File: src/rtl/led_pkg.sv
// rtl/led_pkg.sv - shared command, channel and state encodings for the LED key controller
package led_pkg;

    localparam logic [1:0] CMD_RST  = 2'd0;
    localparam logic [1:0] CMD_NEXT = 2'd1;
    localparam logic [1:0] CMD_UP   = 2'd2;
    localparam logic [1:0] CMD_DOWN = 2'd3;

    localparam logic [1:0] CH_R = 2'd0;
    localparam logic [1:0] CH_G = 2'd1;
    localparam logic [1:0] CH_B = 2'd2;

    typedef enum logic [1:0] {
        ST_IDLE  = 2'd0,
        ST_APPLY = 2'd1,
        ST_HOLD  = 2'd2
    } state_e;

endpackage

File: src/rtl/led_key_arb.sv
// rtl/led_key_arb.sv - fixed-priority key pulse arbiter (lowest bit wins)
module led_key_arb (
    input  logic [3:0] req_i,
    output logic       valid_o,
    output logic [1:0] cmd_o
);
    import led_pkg::*;

    always_comb begin
        valid_o = |req_i;
        cmd_o   = CMD_RST;
        if (req_i[0]) begin
            cmd_o = CMD_RST;
        end else if (req_i[1]) begin
            cmd_o = CMD_NEXT;
        end else if (req_i[2]) begin
            cmd_o = CMD_UP;
        end else if (req_i[3]) begin
            cmd_o = CMD_DOWN;
        end
    end

endmodule

File: src/rtl/led_key_ctrl.sv
// rtl/led_key_ctrl.sv - key command FSM driving three saturating RGB duty registers
module led_key_ctrl #(
    parameter int DW       = 8,
    parameter int STEP     = 8,
    parameter int DEF_DUTY = 0,
    parameter int REP_DLY  = 12,
    parameter int REP_RATE = 4
) (
    input  logic          CLK,
    input  logic          CLR_N,
    input  logic          CE_IN,
    input  logic [3:0]    KEY_PULSE,
    input  logic [3:0]    KEY_LEVEL,
    output logic [1:0]    SEL,
    output logic [DW-1:0] DUTY_R,
    output logic [DW-1:0] DUTY_G,
    output logic [DW-1:0] DUTY_B,
    output logic          UPD,
    output logic          BUSY
);
    import led_pkg::*;

    localparam int            RMAX     = (REP_DLY > REP_RATE) ? REP_DLY : REP_RATE;
    localparam int            CW       = $clog2(RMAX + 1);
    localparam logic [DW:0]   STEP_X   = (DW+1)'(STEP);
    localparam logic [DW-1:0] DUTY_MAX = '1;
    localparam logic [DW-1:0] DEF_D    = DW'(DEF_DUTY);
    localparam logic [CW-1:0] DLY_C    = CW'(REP_DLY);
    localparam logic [CW-1:0] RATE_C   = CW'(REP_RATE);
    localparam logic [CW-1:0] ONE_C    = CW'(1);

    state_e        state_q, state_d;
    logic [1:0]    cmd_q, cmd_d;
    logic [1:0]    sel_q, sel_d;
    logic          rep_q, rep_d;
    logic [CW-1:0] cnt_q, cnt_d;
    logic [DW-1:0] r_q, r_d, g_q, g_d, b_q, b_d;
    logic          upd_q, upd_d;
    logic          busy_q, busy_d;

    logic          arb_valid;
    logic [1:0]    arb_cmd;
    logic [DW-1:0] cur, nxt;
    logic [DW:0]   sum;

    led_key_arb u_arb (
        .req_i   (KEY_PULSE),
        .valid_o (arb_valid),
        .cmd_o   (arb_cmd)
    );

    // Saturating step on the selected channel, computed one bit wider to catch overflow
    always_comb begin
        case (sel_q)
            CH_G:    cur = g_q;
            CH_B:    cur = b_q;
            default: cur = r_q;
        endcase
        sum = {1'b0, cur} + STEP_X;
        if (cmd_q == CMD_UP) begin
            nxt = sum[DW] ? DUTY_MAX : sum[DW-1:0];
        end else begin
            nxt = ({1'b0, cur} < STEP_X) ? '0 : DW'({1'b0, cur} - STEP_X);
        end
    end

    always_comb begin
        state_d = state_q;
        cmd_d   = cmd_q;
        sel_d   = sel_q;
        rep_d   = rep_q;
        cnt_d   = cnt_q;
        r_d     = r_q;
        g_d     = g_q;
        b_d     = b_q;
        upd_d   = 1'b0;
        case (state_q)
            ST_IDLE: begin
                if (arb_valid) begin
                    cmd_d   = arb_cmd;
                    rep_d   = 1'b0;
                    state_d = ST_APPLY;
                end
            end
            ST_APPLY: begin
                upd_d = 1'b1;
                case (cmd_q)
                    CMD_RST: begin
                        sel_d = CH_R;
                        r_d   = DEF_D;
                        g_d   = DEF_D;
                        b_d   = DEF_D;
                    end
                    CMD_NEXT: sel_d = (sel_q == CH_B) ? CH_R : sel_q + 2'd1;
                    default: begin
                        case (sel_q)
                            CH_G:    g_d = nxt;
                            CH_B:    b_d = nxt;
                            default: r_d = nxt;
                        endcase
                    end
                endcase
                if (cmd_q == CMD_UP || cmd_q == CMD_DOWN) begin
                    state_d = ST_HOLD;
                    cnt_d   = rep_q ? RATE_C : DLY_C;
                end else begin
                    state_d = ST_IDLE;
                    cnt_d   = '0;
                end
                if (KEY_PULSE[CMD_RST]) begin
                    state_d = ST_APPLY;
                    cmd_d   = CMD_RST;
                    rep_d   = 1'b0;
                    cnt_d   = '0;
                end
            end
            ST_HOLD: begin
                if (KEY_PULSE[CMD_RST]) begin
                    state_d = ST_APPLY;
                    cmd_d   = CMD_RST;
                    rep_d   = 1'b0;
                    cnt_d   = '0;
                end else if (!KEY_LEVEL[cmd_q]) begin
                    state_d = ST_IDLE;
                    cnt_d   = '0;
                end else if (CE_IN) begin
                    cnt_d = cnt_q - ONE_C;
                    if (cnt_q == ONE_C) begin
                        state_d = ST_APPLY;
                        rep_d   = 1'b1;
                    end
                end
            end
            default: state_d = ST_IDLE;
        endcase
        busy_d = (state_d != ST_IDLE);
    end

    always_ff @(posedge CLK or negedge CLR_N) begin
        if (!CLR_N) begin
            state_q <= ST_IDLE;
            cmd_q   <= CMD_RST;
            sel_q   <= CH_R;
            rep_q   <= 1'b0;
            cnt_q   <= '0;
            r_q     <= DEF_D;
            g_q     <= DEF_D;
            b_q     <= DEF_D;
            upd_q   <= 1'b0;
            busy_q  <= 1'b0;
        end else begin
            state_q <= state_d;
            cmd_q   <= cmd_d;
            sel_q   <= sel_d;
            rep_q   <= rep_d;
            cnt_q   <= cnt_d;
            r_q     <= r_d;
            g_q     <= g_d;
            b_q     <= b_d;
            upd_q   <= upd_d;
            busy_q  <= busy_d;
        end
    end

    assign SEL    = sel_q;
    assign DUTY_R = r_q;
    assign DUTY_G = g_q;
    assign DUTY_B = b_q;
    assign UPD    = upd_q;
    assign BUSY   = busy_q;

endmodule

File: config.mk
export PLATFORM = sky130hd
export DESIGN_NAME = led_key_ctrl
export DESIGN_NICKNAME = d
export VERILOG_FILES = /design/src/rtl/led_pkg.sv /design/src/rtl/led_key_arb.sv /design/src/rtl/led_key_ctrl.sv
export SDC_FILE = /design/constraint.sdc
export NUM_CORES = 1
export LEC_CHECK = 0
export CAP_MARGIN = 20
export CORE_ASPECT_RATIO = 0.9
export CORE_MARGIN = 2
export CORE_UTILIZATION = 57
export DETAILED_ROUTE_END_ITERATION = 6
export GPL_ROUTABILITY_DRIVEN = 0
export PLACE_DENSITY = 0.85
export SLEW_MARGIN = 0
export SYNTH_ARGS = -nofsm -noshare
export SYNTH_HDL_FRONTEND = slang
export SYNTH_SLANG_ARGS = --single-unit
File: constraint.sdc
create_clock -name CLK -period 4.1 [get_ports CLK]
set_input_delay 0.82 -clock CLK [delete_from_list [all_inputs] [get_ports CLK]]
set_output_delay 0.82 -clock CLK [all_outputs]
set_load 0.02 [all_outputs]
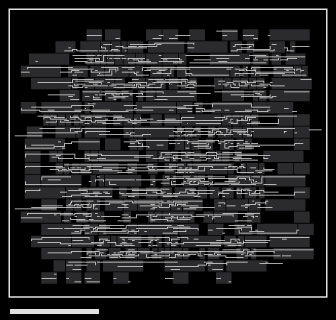
**Above:** met1 routing.
The bar under the picture is 20 microns long. Cells faint in the background.
share of all routed wire: 45%
wire length on this layer: 2500 microns
longest straight run: 32.4 microns
via count: 2053
WL final: 5.49 mm
met1 usage: 39.1%

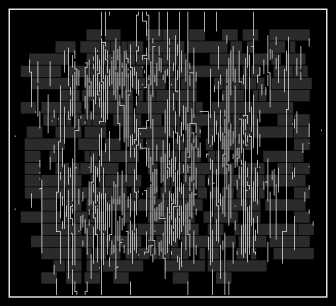
**Above:** metal 2.
Cells faint in the background.
longest straight run: 30.1 microns
main direction: vertical
GR Util met2: 39.1%

==> impl_metrics.py <==
# Physical implementation metrics
metrics = {
    "power": {
        "switching_power_uw": 988,
        "pg_clk_uw": 280,
        "power_combinational_uw": 1230,
        "powerDensity_nw_per_um2": 750,
        "top_power_group": "combinational logic",
        "clkPwrFrac_pct": 13.3,
    },
    "grt": {
        "grt_pass1_wl_mm": 9.67,
        "grt_use_met3_pct": 5.99,
        "gr-usage-all-layers_pct": 27.4,
    },
    "routing": {
        "dr.pass1.iters": 5,
    },
    "clock_network": {
        "clk_pin_slew_worst_paths_ns": 0.07,
        "cts_max_path_buffers": 2,
    },
    "critical_path": {
        "crit_chain": "inv_1, ha_1, nor2_1, a21oi_4, inv_4, ha_1, nand3_1, mux2_2, o211ai_1",
        "crit_top_cell": "ha_1",
        "cpPeakStageDelay_ns": 0.69,
        "cp.required_ns": 4.31,
    },
    "synthesis": {
        "yosysTopAreaCellShare_pct": 40.5,
        "synth_nets": 263,
        "synthMuxAreaShare_pct": 3.40,
        "top_cells_by_count": "37 x dfrtp_1, 25 x nand2_1, 16 x nor2_1",
        "netlist-cell-type-count": 51,
        "synthAoiAreaFrac_pct": 27.6,
        "logic_family": "AND-OR/OR-AND gates",
    },
    "floorplanning": {
        "num_rows": 21,
        "fp_util_pct": 60.4,
        "die_h_microns": 64.0,
    },
    "worst_hold_path": {
        "min_path_type": "reg2reg",
        "min-delay-start": "DUTY_B[4]",
    },
    "layout": {
        "n_antenna_cell": 0,
        "fillers": 295,
        "seq_area_share_pct": 33.0,
        "buffer_area_share_pct": 14.6,
        "drive_gt1_share_pct": 11.0,
    },
    "run_status": {
        "status": "finished clean",
    },
    "final_timing": {
        "relSlewSlack_pct": 58.0,
        "tightest_slew_ns": 0.630,
    },
}
Power is estimated from default activity; no workload was simulated.
